[src/rtl/seven_segment_capture.sv]
`default_nettype none
// ============================================================================
// Module      : seven_segment_capture
// Description : Receive side of a multiplexed seven-segment display bus.
//               Synchronises the segment lines and one-hot digit strobes,
//               waits for the bus to hold still for STABLE_CYCLES clocks,
//               then decodes the segment pattern into a hex nibble for the
//               strobed digit. Undecodable patterns set a per-digit error
//               flag. A one-cycle pulse marks each complete frame, meaning
//               every digit has been captured since the previous pulse.
//
//               Optional feature macro: SEVEN_SEGMENT_CAPTURE_BLANK_EN
//               When defined, an all-off segment pattern is treated as a
//               blanked digit rather than an error, and the blank port is
//               present.
//
// Ports       : clk          system clock
//               rst_n        asynchronous active-low reset
//               seg_in       segments {g,f,e,d,c,b,a}, bit0 = a (async)
//               dig_in       digit strobes, one-hot when valid (async)
//               value        captured nibbles, digit i at [4i+3:4i]
//               digit_err    last capture of digit i was undecodable
//               frame_valid  1-cycle pulse when all digits have been captured
//               blank        digit i was last seen blanked (macro only)
//
// Revision    : 1.0  initial release
// ============================================================================
module seven_segment_capture #(
    parameter int NUM_DIGITS    = 4,
    parameter int STABLE_CYCLES = 8,
    parameter int ACTIVE_LOW    = 0
) (
    input  logic                    clk,
    input  logic                    rst_n,
    input  logic [6:0]              seg_in,
    input  logic [NUM_DIGITS-1:0]   dig_in,
    output logic [4*NUM_DIGITS-1:0] value,
    output logic [NUM_DIGITS-1:0]   digit_err,
    output logic                    frame_valid
`ifdef SEVEN_SEGMENT_CAPTURE_BLANK_EN
    ,
    output logic [NUM_DIGITS-1:0]   blank
`endif
);

    localparam int                 C_WORD_W   = NUM_DIGITS + 7;
    localparam int                 C_CNT_W    = $clog2(STABLE_CYCLES + 1);
    localparam logic [C_CNT_W-1:0] C_CNT_MAX  = C_CNT_W'(STABLE_CYCLES);
    localparam logic [C_CNT_W-1:0] C_CNT_FIRE = C_CNT_W'(STABLE_CYCLES - 1);

    // Segment pattern -> {valid, nibble}
    function automatic logic [4:0] seg_decode(input logic [6:0] seg);
        case (seg)
            7'h3F:   seg_decode = {1'b1, 4'h0};
            7'h06:   seg_decode = {1'b1, 4'h1};
            7'h5B:   seg_decode = {1'b1, 4'h2};
            7'h4F:   seg_decode = {1'b1, 4'h3};
            7'h66:   seg_decode = {1'b1, 4'h4};
            7'h6D:   seg_decode = {1'b1, 4'h5};
            7'h7D:   seg_decode = {1'b1, 4'h6};
            7'h07:   seg_decode = {1'b1, 4'h7};
            7'h7F:   seg_decode = {1'b1, 4'h8};
            7'h6F:   seg_decode = {1'b1, 4'h9};
            7'h77:   seg_decode = {1'b1, 4'hA};
            7'h7C:   seg_decode = {1'b1, 4'hB};
            7'h39:   seg_decode = {1'b1, 4'hC};
            7'h5E:   seg_decode = {1'b1, 4'hD};
            7'h79:   seg_decode = {1'b1, 4'hE};
            7'h71:   seg_decode = {1'b1, 4'hF};
            default: seg_decode = 5'h00;
        endcase
    endfunction

    // Pin polarity normalisation happens before the synchroniser so that
    // everything downstream sees active-high levels.
    logic [C_WORD_W-1:0] w_word_pin;

    generate
        if (ACTIVE_LOW != 0) begin : g_active_low
            assign w_word_pin = ~{dig_in, seg_in};
        end else begin : g_active_high
            assign w_word_pin = {dig_in, seg_in};
        end
    endgenerate

    logic [C_WORD_W-1:0]     sync1_q;
    logic [C_WORD_W-1:0]     word_s_q;
    logic [C_WORD_W-1:0]     word_d_q;
    logic [C_CNT_W-1:0]      cnt_q,         cnt_d;
    logic [4*NUM_DIGITS-1:0] value_q,       value_d;
    logic [NUM_DIGITS-1:0]   digit_err_q,   digit_err_d;
    logic [NUM_DIGITS-1:0]   seen_q,        seen_d;
    logic                    frame_valid_q, frame_valid_d;
`ifdef SEVEN_SEGMENT_CAPTURE_BLANK_EN
    logic [NUM_DIGITS-1:0]   blank_q,       blank_d;
`endif

    logic                  w_capture;
    logic [NUM_DIGITS-1:0] w_dig;
    logic [6:0]            w_seg;
    logic [4:0]            w_dec;

    assign w_dig = word_s_q[C_WORD_W-1:7];
    assign w_seg = word_s_q[6:0];
    assign w_dec = seg_decode(w_seg);

    // The counter saturates at STABLE_CYCLES, one past the firing value,
    // so a held pattern fires exactly once.
    assign w_capture = (word_s_q == word_d_q) && (cnt_q == C_CNT_FIRE);

    always_comb begin
        cnt_d         = cnt_q;
        value_d       = value_q;
        digit_err_d   = digit_err_q;
        seen_d        = seen_q;
        frame_valid_d = 1'b0;
`ifdef SEVEN_SEGMENT_CAPTURE_BLANK_EN
        blank_d       = blank_q;
`endif

        if (word_s_q != word_d_q) begin
            cnt_d = '0;
        end else if (cnt_q != C_CNT_MAX) begin
            cnt_d = cnt_q + C_CNT_W'(1);
        end

        // Captures with no strobe or several strobes carry no digit identity
        // and are dropped entirely.
        if (w_capture && $onehot(w_dig)) begin
            for (int i = 0; i < NUM_DIGITS; i++) begin
                if (w_dig[i]) begin
                    if (w_dec[4]) begin
                        value_d[4*i +: 4] = w_dec[3:0];
                        digit_err_d[i]    = 1'b0;
`ifdef SEVEN_SEGMENT_CAPTURE_BLANK_EN
                        blank_d[i]        = 1'b0;
                    end else if (w_seg == 7'h00) begin
                        blank_d[i]        = 1'b1;
                        digit_err_d[i]    = 1'b0;
`endif
                    end else begin
                        digit_err_d[i]    = 1'b1;
                    end
                end
            end

            seen_d = seen_q | w_dig;
            if (&seen_d) begin
                frame_valid_d = 1'b1;
                seen_d        = '0;
            end
        end
    end

    always_ff @(posedge clk or negedge rst_n) begin
        if (!rst_n) begin
            sync1_q       <= '0;
            word_s_q      <= '0;
            word_d_q      <= '0;
            cnt_q         <= '0;
            value_q       <= '0;
            digit_err_q   <= '0;
            seen_q        <= '0;
            frame_valid_q <= 1'b0;
`ifdef SEVEN_SEGMENT_CAPTURE_BLANK_EN
            blank_q       <= '0;
`endif
        end else begin
            sync1_q       <= w_word_pin;
            word_s_q      <= sync1_q;
            word_d_q      <= word_s_q;
            cnt_q         <= cnt_d;
            value_q       <= value_d;
            digit_err_q   <= digit_err_d;
            seen_q        <= seen_d;
            frame_valid_q <= frame_valid_d;
`ifdef SEVEN_SEGMENT_CAPTURE_BLANK_EN
            blank_q       <= blank_d;
`endif
        end
    end

    assign value       = value_q;
    assign digit_err   = digit_err_q;
    assign frame_valid = frame_valid_q;
`ifdef SEVEN_SEGMENT_CAPTURE_BLANK_EN
    assign blank       = blank_q;
`endif

endmodule
`default_nettype wire

[config.mk]
export PLATFORM = sky130hd
export DESIGN_NAME = seven_segment_capture
export DESIGN_NICKNAME = d
export VERILOG_FILES = /design/src/rtl/seven_segment_capture.sv
export SDC_FILE = /design/constraint.sdc
export NUM_CORES = 1
export LEC_CHECK = 0
export CORE_MARGIN = 2
export CORE_UTILIZATION = 30
export CTS_CLUSTER_DIAMETER = 80
export DETAILED_ROUTE_END_ITERATION = 12
export SLEW_MARGIN = 5
export SYNTH_ARGS = -nofsm -noshare
export SYNTH_HDL_FRONTEND = slang
export SYNTH_SLANG_ARGS = --single-unit
[constraint.sdc]
create_clock -name clk -period 3.8 [get_ports clk]
set_clock_uncertainty 0.2 [all_clocks]
set_input_delay 0.76 -clock clk [delete_from_list [all_inputs] [get_ports clk]]
set_output_delay 0.76 -clock clk [all_outputs]
set_load 0.02 [all_outputs]
Fig. 1: gate-type map
Scale: 3 px per um.
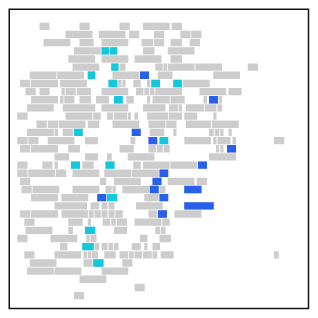
family	colour	cells
xor and xnor cells	blue	14
non-inverting ao/oa cells	cyan	16
Top cell excl fill/tap: dfrtp_1
filler-free cell count of the finished design: 360
logic share of the area: 0.314

Fig. 2: congestion heat map
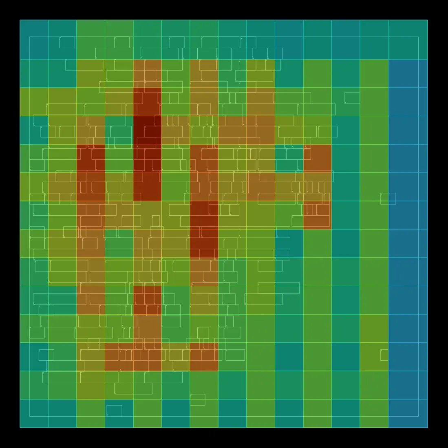
M3 GR Usage: 0.0274
wire length per cell: 15.2 um
GR Layer Usage met1: 0.161
global route hottest layer: met2
all-layer global routing usage: 0.117

Fig. 3: sequential cells coloured by netlist name
Scale: 4 px per um. Other sequential cells in the stronger grey, the rest of the logic in the fainter grey.
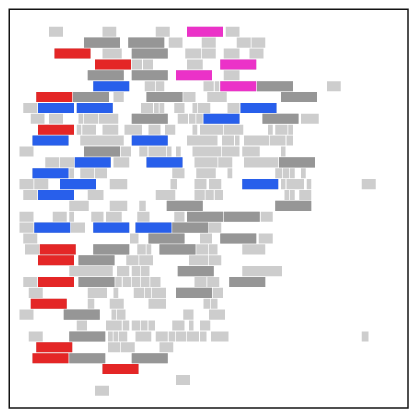
name in the netlist	colour	placed flops
sync1_q	red	11
value	blue	16
digit_err	magenta	4
not coloured	31
Seq. pwr: 0.000703 W
Storage cell area: 1550 sq um
Core Util, Final: 0.386
fraction of area in registers: 0.459

==> GITHUB_STEP_SUMMARY <==
## PnR job results

| Metric | Value |
|---|---|
| Mapped cell area | 2720 sq um |
| Power Clock | about 0.00064 W |
| GPL Wtd Cong | 0.793 |
| Synth top cells by count | 62 x dfrtp_1, 13 x inv_1, 10 x xnor2_1 |
| Post-DP Area | about 3200 sq um |
| Setup-failing EPs final | 0 |
| Crit path cell chain | inv_1 -> fa_1 -> inv_1 -> ha_1 -> ha_1 -> nor4b_4 -> nand3_4 -> nor4_4 -> buf_4 -> o211ai_2 -> mux2_1 |
| Reg-to-Reg End | value[0] |
| Row count | 34 |
| Mux share | 0.0519 |
| Largest family of logic cells by area | simple AND/OR/NAND/NOR gates |
| Layout non-clock buf frac | 0.107 |
| Biggest area cells | dfrtp_1 57%, xnor2_1 3.2%, a22o_1 2.6% |
| Setup Fix Bufs, Post-CTS | 0 |
| CTS tree | done |
| Layout clock area frac | 0.0655 |
| Async S/R FF share, synth | 1.00 |
| Die area | about 9900 sq um |
| Met2 Track Usage GR | 0.171 |
| Clk slew on worst S/H paths | about 0.07 ns |
| Pwr dens | between 400 and 500 nW/um^2 |
| Combinational power | between 0.00008 and 0.00009 W |
| Top pwr grp | registers |
| Fraction of layout cells with a size suffix above 1 | 0.171 |
| Crit path from | word_s_q[7] |
| Worst path slowest cell | fa_1 |
| Cell count after synthesis | between 200 and 250 |
| PortBufs | 33 |
| Area Growth Syn to Fin | 24.1% |
| WL met3 | about 280 um |
| Met2 WL post-DR | between 2 and 2.5 mm |
| First-pass GRT wire length | slightly below 9 mm |
| CP Depth | 11 |
| First-pass DRT Iterations | 4 |
| Min Tclk post-route | approximately 3.4 ns |
| Top delay family on crit path | adder cells |
| Top Metal Used | met4 |
| Final WS setup | between 0.3 and 0.4 ns |
| Post_cts resized | 0 |
| Switching Share | 0.235 |
| Run status | completed |
| Non-clk bufs | 38 |
| Grt ovf | 0 |
| Worst rel slew slack | 0.616 |
| Total CTS buffers | 9 |
| Maxcap violations | 0 |
| Tool warning count | 27 |
| Tapcells | between 100 and 150 |
| Xor/xnor share | 0.0547 |
| Cells in synth_stat.txt | slightly above 200 |
| FA/HA/MAJ Cells, Area Fraction | 0.0257 |
| Yosys top cell by instances | dfrtp_1 |
| Clk sinks | 62 |
| Top cell type by total area after synthesis | dfrtp_1 |
| Antenna violations before repair | 0 |
| Tot Pwr | 0.00142 W |
| Logic area | ~1100 sq um |
| DRC | 0 |
| Seq pwr share | 0.495 |
| And+or+nand+nor area frac | 0.147 |
| Total negative slack | 0 ns |
| Core area | ~9000 sq um |
| Most common logic cells in the final layout | 62 x dfrtp_1, 32 x clkdlybuf4s50_1, 13 x inv_1 |
| Hold Slack | between 0.1 and 0.15 ns |
| Design Area, Final | around 3400 sq um |
| CP peak stage delay | ~0.55 ns |
| Post-DP HPWL | between 3 and 4 mm |
| Hold Path Sink | word_s_q[4] |
| Clk_lat worst skew | around 0.33 ns |
| Final nets | 265 |
| Syn Nets | 225 |
| M1 wire length | about 2.6 mm |
| Critical path destination | value[0] |
| Hold_sp | sync1_q[4] |
| Diode count | 0 |
| Critical Path AT | approximately 3.5 ns |
| Hold crit path type | flip-flop to flip-flop |
| FMAX | 291 MHz |
| # fillers | about 830 |
Fig. 4: zoomed window
Region (62, 62) to (87, 87) um. Cells in grey, sequential cells in the stronger grey; small squares are vias.
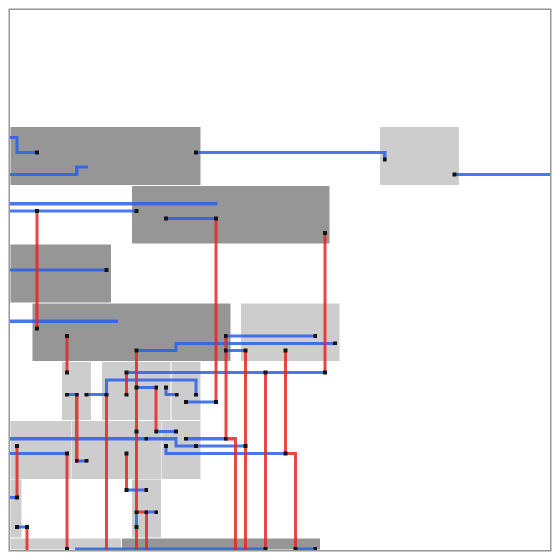
layer	colour
M2	red
M1	blue
most frequent	dfrtp_1 (4), nor2_1 (2)
cells with their middle in the window	12
sequential cells in the window	4
netlist names of flops here include	cnt_q (2)

Fig. 5: signal wires on met1
Scale: 3 px per um.
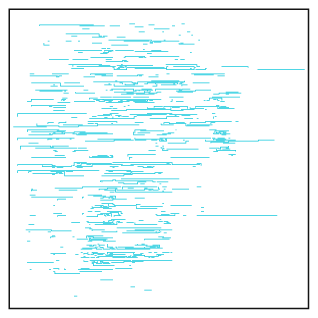
main direction	horizontal
wire length on this layer	2590 um
longest straight run	27.1 um
share of all routed wire	48%
nets with wire on the layer	224
vias: 1753
Total Wirelength: 5.46 mm

No activity file was given, so power comes from the tool's default toggle rates.
